$ cat src/rtl/fetch_sequencer.sv
// fetch_sequencer: program-counter controller for the instruction fetch stage.
// Owns the PC and decides each cycle whether fetch advances, holds, redirects,
// drains toward a halt, or faults on an out-of-range PC. Drives the IF/ID
// load (fetch_en) and bubble (flush) controls.
module fetch_sequencer #(
    parameter int SIZE         = 32,
    parameter int DEPTH        = 32,
    parameter int RESET_PC     = 0,
    parameter int DRAIN_CYCLES = 3
) (
    input  logic            clk,
    input  logic            rst,
    input  logic            stall,
    input  logic            redirect_valid,
    input  logic [SIZE-1:0] redirect_target,
    input  logic            halt_req,
    input  logic            resume,
    output logic [SIZE-1:0] pc,
    output logic            fetch_en,
    output logic            flush,
    output logic            halted,
    output logic            fault
);

    localparam int CNT_W = (DRAIN_CYCLES < 1) ? 1 : $clog2(DRAIN_CYCLES + 1);

    typedef enum logic [1:0] {
        RUN   = 2'd0,
        DRAIN = 2'd1,
        HALT  = 2'd2,
        FAULT = 2'd3
    } state_t;

    state_t           state, state_nxt;
    logic [SIZE-1:0]  pc_nxt;
    logic [CNT_W-1:0] cnt, cnt_nxt;
    logic             in_range;

    assign in_range = (pc < SIZE'(DEPTH));

    // State, PC and drain counter registers with synchronous reset.
    always_ff @(posedge clk) begin
        // NOTE: non-blocking assignments so every register samples the
        // pre-edge values computed by the combinational block.
        if (rst) begin
            state <= RUN;
            pc    <= SIZE'(RESET_PC);
            cnt   <= '0;
        end else begin
            state <= state_nxt;
            pc    <= pc_nxt;
            cnt   <= cnt_nxt;
        end
    end

    // Next-state, next-PC and IF/ID controls, resolved by priority per state.
    always_comb begin
        // NOTE: every output gets a default first so no path leaves a
        // variable unassigned, which would infer a latch.
        state_nxt = state;
        pc_nxt    = pc;
        cnt_nxt   = cnt;
        fetch_en  = 1'b0;
        flush     = 1'b0;

        unique case (state)
            RUN: begin
                if (!in_range) begin
                    // Fetching from outside the instruction memory: freeze and
                    // fault; nothing but reset is honoured from here on.
                    state_nxt = FAULT;
                end else if (redirect_valid) begin
                    pc_nxt = redirect_target;
                    flush  = 1'b1;
                end else if (halt_req) begin
                    state_nxt = DRAIN;
                    cnt_nxt   = CNT_W'(DRAIN_CYCLES - 1);
                end else if (!stall) begin
                    fetch_en = 1'b1;
                    pc_nxt   = pc + SIZE'(1);
                end
            end
            DRAIN: begin
                if (redirect_valid) begin
                    // The halt was on a mispredicted path; abandon it.
                    pc_nxt    = redirect_target;
                    flush     = 1'b1;
                    state_nxt = RUN;
                end else if (cnt == '0) begin
                    state_nxt = HALT;
                end else begin
                    cnt_nxt = cnt - CNT_W'(1);
                end
            end
            HALT: begin
                if (resume) begin
                    pc_nxt    = pc + SIZE'(1);
                    state_nxt = RUN;
                end
            end
            FAULT: begin
                // Sticky until reset.
            end
            default: begin
                state_nxt = FAULT;
            end
        endcase

        // Reset overrides the controls: load a bubble and capture nothing.
        if (rst) begin
            fetch_en = 1'b0;
            flush    = 1'b1;
        end
    end

    // Status flags from the registered state, masked while reset is applied.
    assign halted = (state == HALT)  && !rst;
    assign fault  = (state == FAULT) && !rst;

endmodule

$ cat config.mk
export PLATFORM = sky130hd
export DESIGN_NAME = fetch_sequencer
export DESIGN_NICKNAME = d
export VERILOG_FILES = /design/src/rtl/fetch_sequencer.sv
export SDC_FILE = /design/constraint.sdc
export NUM_CORES = 1
export LEC_CHECK = 0
export ABC_AREA = 1
export CAP_MARGIN = 5
export CORE_UTILIZATION = 47
export CTS_BUF_LIST = sky130_fd_sc_hd__clkbuf_4 sky130_fd_sc_hd__clkbuf_8 sky130_fd_sc_hd__clkbuf_16
export CTS_CLUSTER_DIAMETER = 120
export DETAILED_ROUTE_END_ITERATION = 7
export PLACE_DENSITY = 0.79
export SYNTH_ARGS = -nofsm -noshare
export SYNTH_HDL_FRONTEND = slang
export SYNTH_SLANG_ARGS = --single-unit
$ cat constraint.sdc
create_clock -name clk -period 1.71 [get_ports clk]
set_input_delay 0.342 -clock clk [delete_from_list [all_inputs] [get_ports clk]]
set_output_delay 0.342 -clock clk [all_outputs]
set_load 0.05 [all_outputs]
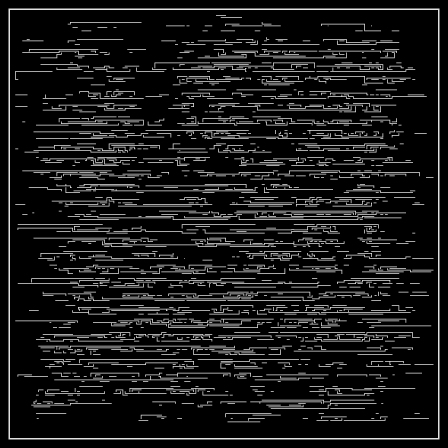
(metal 1)
longest straight run: 29.0 um
nets with wire on the layer: 716
wire length on this layer: 5000 um

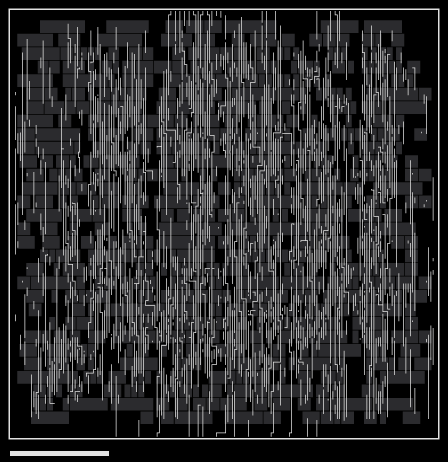
(met2 routing)
The bar under the picture is 20 um long.
main direction: vertical
wire length on this layer: 6030 um

==> job_summary.md <==
### Metrics collected by this job

| Metric | Value |
|---|---|
| Final Hold Viols | `0` |
| Fin cells | `844` |
| Initial antenna violation count | `0` |
| Crit. End Element | `output port` |
| Antenna fix cells | `0` |
| Cell area leaders | `nand2_1 (22%), dfxtp_1 (22%), nor2_1 (17%)` |
| Synth warn | `0` |
| Largest net degree at the start of global routing | `35` |
| First-pass GRT wire length | `19300 um` |
| Critical path class | `flip-flop to output port` |
| Hold Path Class | `flip-flop to flip-flop` |
| Top-Level Pins | `between 70 and 80` |
| Setup Skew | `12.0 ps` |
| Post-layout util | `between 70% and 80%` |
| Startpoint types | `flip-flop` |
| Peak supply drop | `1260 uV` |
| Placed Instances | `approximately 830` |
| Count of library flops with an enable pin | `0` |
| Seq share, synth | `between 20 and 25%` |
| Critical path's most frequent cell | `nor2_4` |
| Die span in x | `roughly 86 um` |
| Clk buf depth | `2` |
| Commonest flop | `dfxtp_1` |
| H-tree lvl count | `2` |
| Syn Area/Cell | `between 5 and 6 um2` |
| Vias in the first global route | `roughly 4.2k` |
| Core Region | `0.00683 mm2` |
| R2R Setup Slk | `-80 ps` |
| Cell Area, Synth | `0.00334 mm2` |
| DP HPWL | `between 8000 and 9000 um` |
| Synth Area in Compound Gates | `between 10% and 20%` |
| Outcome | `finished with violations` |
| Syn Inst Count | `roughly 610` |
| Post-layout min period | `roughly 2100 ps` |
| Tot GR Track Use | `about 33%` |
| Latency at later pin | `between 300 and 400 ps` |
| Adder Area Share | `2.62%` |
| P&R area growth vs syn | `53.6%` |
| XOR Share, Synth | `about 2.4%` |
| Die H | `about 86 um` |
| Distinct lib cells used | `32` |
| Power consumption | `~11 mW` |
| Final setup fails | `23` |
| Reg clk slew, reported paths | `90 ps` |
| FMAX | `roughly 0.48 GHz` |
| Final instance area | `just over 0.005 mm2` |
| Top post-synthesis cells by count | `nand2_1 (200), nor2_1 (153), inv_1 (48), dfxtp_1 (36), nand3_1 (35)` |
| Buffers on Ports | `roughly 73` |
| Fraction of layout cells with a size suffix above 1 | `roughly 29%` |
| Post-CTS Hold Buffers | `0` |
| Asr flop ratio synth | `0%` |
| Req. time, crit path | `around 1400 ps` |
| Row cnt | `30` |
| RSZ-0062 raised after global routing | `yes` |
| DRC | `0` |
| GPL Wtd Cong | `0.932` |
| FP Util | `about half` |
| Critical Path Fanout Max | `2` |
| Initial DRC count | `between 300 and 400` |
| Mux frac, synth | `0%` |
| Die Size | `between 0.007 and 0.008 mm2` |
| CTS tree | `done` |
| Comb area leader | `simple AND/OR/NAND/NOR gates` |
| Iteration tally of the first detailed-router pass | `8` |
| OpenROAD warnings | `33` |
| Slew @ Worst Pin | `426 ps` |
| Root Driver | `clkbuf_8` |
| Clock sinks | `36` |
| Count leader, synth | `nand2_1` |
| Nets@finish | `792` |
| Cell taking the most area after synthesis | `nand2_1` |
| Ys flops | `36` |
| ANT nets after route | `0` |
| Max-cap violations | `0` |
| Cts bufs inserted | `5` |
| Post-DR vias/cell | `between 5 and 6` |
| Drt total wl | `approximately 13000 um` |
| Syn_nets | `about 660` |
| Max-slew violations | `0` |
| # fillers | `604` |
| Crit path cell chain | `nor2_4, nand3_2, nor2_4, nand4_1, nor4_4, buf_12` |
| Final worst slack | `-360 ps` |
| Final period util | `121%` |
| Area reported by Yosys stat | `roughly 0.0033 mm2` |
| Placed cell area | `between 0.004 and 0.005 mm2` |
| DR WL/cell | `about 15 um` |
| Grt total ovfl | `0` |
| Pwr/cell area | `2200 mW/mm2` |
| Ys cells | `slightly above 600` |
| Crit-path max cell delay | `around 370 ps` |
| Via count | `4453` |
| Top-area cell share | `22.5%` |
| Critical path arrival | `about 1700 ps` |
| CP max stage cell | `dfxtp_4` |
| Leakage power figure | `2.32 nW` |
| Simple share | `around 54%` |
| Max-slew headroom | `a little under three quarters` |
| Failing checks | `negative setup slack` |
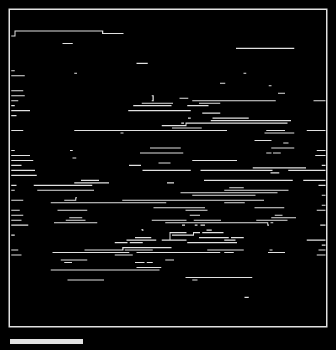
(the metal 3 layer)
The bar under the picture is 20 um long.
main direction: horizontal
wire length on this layer: 1060 um
nets with wire on the layer: 114
longest straight run: 41.4 um
share of all routed wire: 8.5%

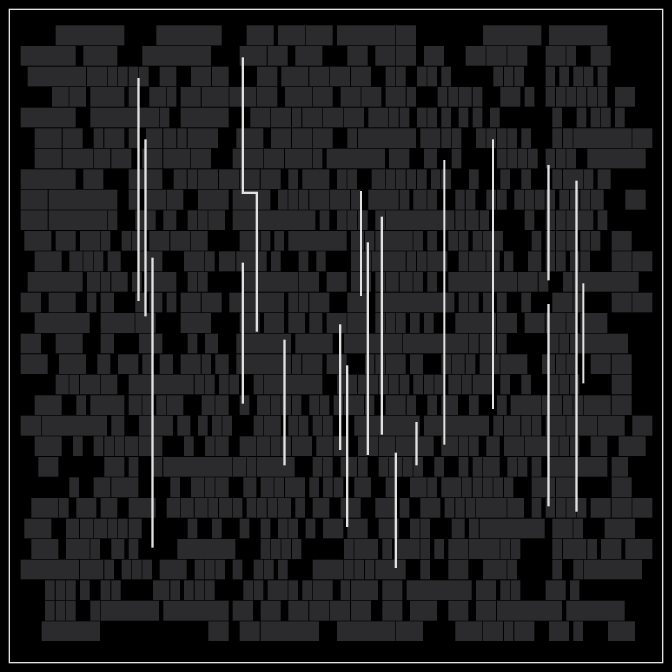
(the metal 4 layer)
nets with wire on the layer: 18
main direction: vertical
share of all routed wire: 3.7%
wire length on this layer: 462 um

logic make-up (layout without fill, tap and decap cells):
kind of cell             Yosys count  count (layout)
buffers and inverters             74             211
adder cells (fa/ha/maj)            7               7
AND/OR/NAND/NOR                  429             429
XOR/XNOR                           9               9
AND-OR/OR-AND                     56              56
flip-flops                        36              36
through the flow:
step	hold WS, ps	setup TNS, ps	setup WS, ps
2_1_floorplan	411	-203	-175
6_report	467	-1050	-360
3_5_place_dp	458	-7040	-267
3_3_place_gp	448	-6410	-233
4_1_cts	472	-1390	-429
5_1_grt	481	-4330	-445
worst max-delay path, delay by kind of cell (launching register included):
family        cells  cell delay [ps]
flops             1              370
buf+inv           1              180
simple gates      5              880
registers in the layout, summed over array words and instances (netlist names):
register and count:
cnt 2, pc 32, state 2
cells in the final DEF (no fill, tap or decap), types with 5 or more instances in the layout:
master / count
buf_12: 6
inv_1: 44
buf_4: 99
nor2_1: 127
a21boi_0: 22
inv_2: 5
nand2_1: 196
o21ai_0: 13
nor2_2: 24
nor2_4: 8
dfxtp_2: 23
nand3b_1: 22
nand3_1: 31
dfxtp_4: 11
clkdlybuf4s50_1: 37
xor2_1: 8
clkbuf_8: 5
a21oi_1: 12
routing by layer:
layer / GRT usage, % / routed length [um] / part of all wire [%] / up-vias
li1: - / - / - / 2176
met1: 40.5 / 5000 / 40 / 1997
met2: 56.7 / 6030 / 48 / 237
met3: 6.57 / 1060 / 8.4 / 43
met4: 13.8 / 461 / 3.7 / 0
met5: 0 / 0 / 0 / -
final cells by class:
type	count	area [um2]	share of cell area [%]
clock buffer	5	68.8	1.34
timing repair buffer	151	1390	27.2
tap	96	120	2.34
multi-input combinational	501	2540	49.5
sequential	36	791	15.4
inverter	52	200	3.90
clock inverter	3	18.8	0.366
what timing repair did:
| action | 4_1_cts | 5_1_grt |
|---|---|---|
| resized | 24 | 37 |
| buffers inserted | 8 | 3 |
| pin swaps | 9 | 32 |
| endpoints found under the setup margin | 23 | 39 |
| endpoints found under the hold margin | 0 | 0 |
| gates cloned | 0 | 4 |
worst paths after layout:
path	startpoint	to	cells after the start
worst max-delay path	pc[12]	fetch_en	6
worst min register to register	cnt[0]	cnt[0]	2
worst max register to register	pc[12]	pc[25]	12
worst min-delay path	cnt[0]	cnt[0]	2
power breakdown:
part           internal, mW  switching (mW)
Sequential             1.39           0.352
Clock                 0.285           0.388
Combinational          3.52            5.35
Total                  5.19            6.09
Power and IR drop assume default switching activity.
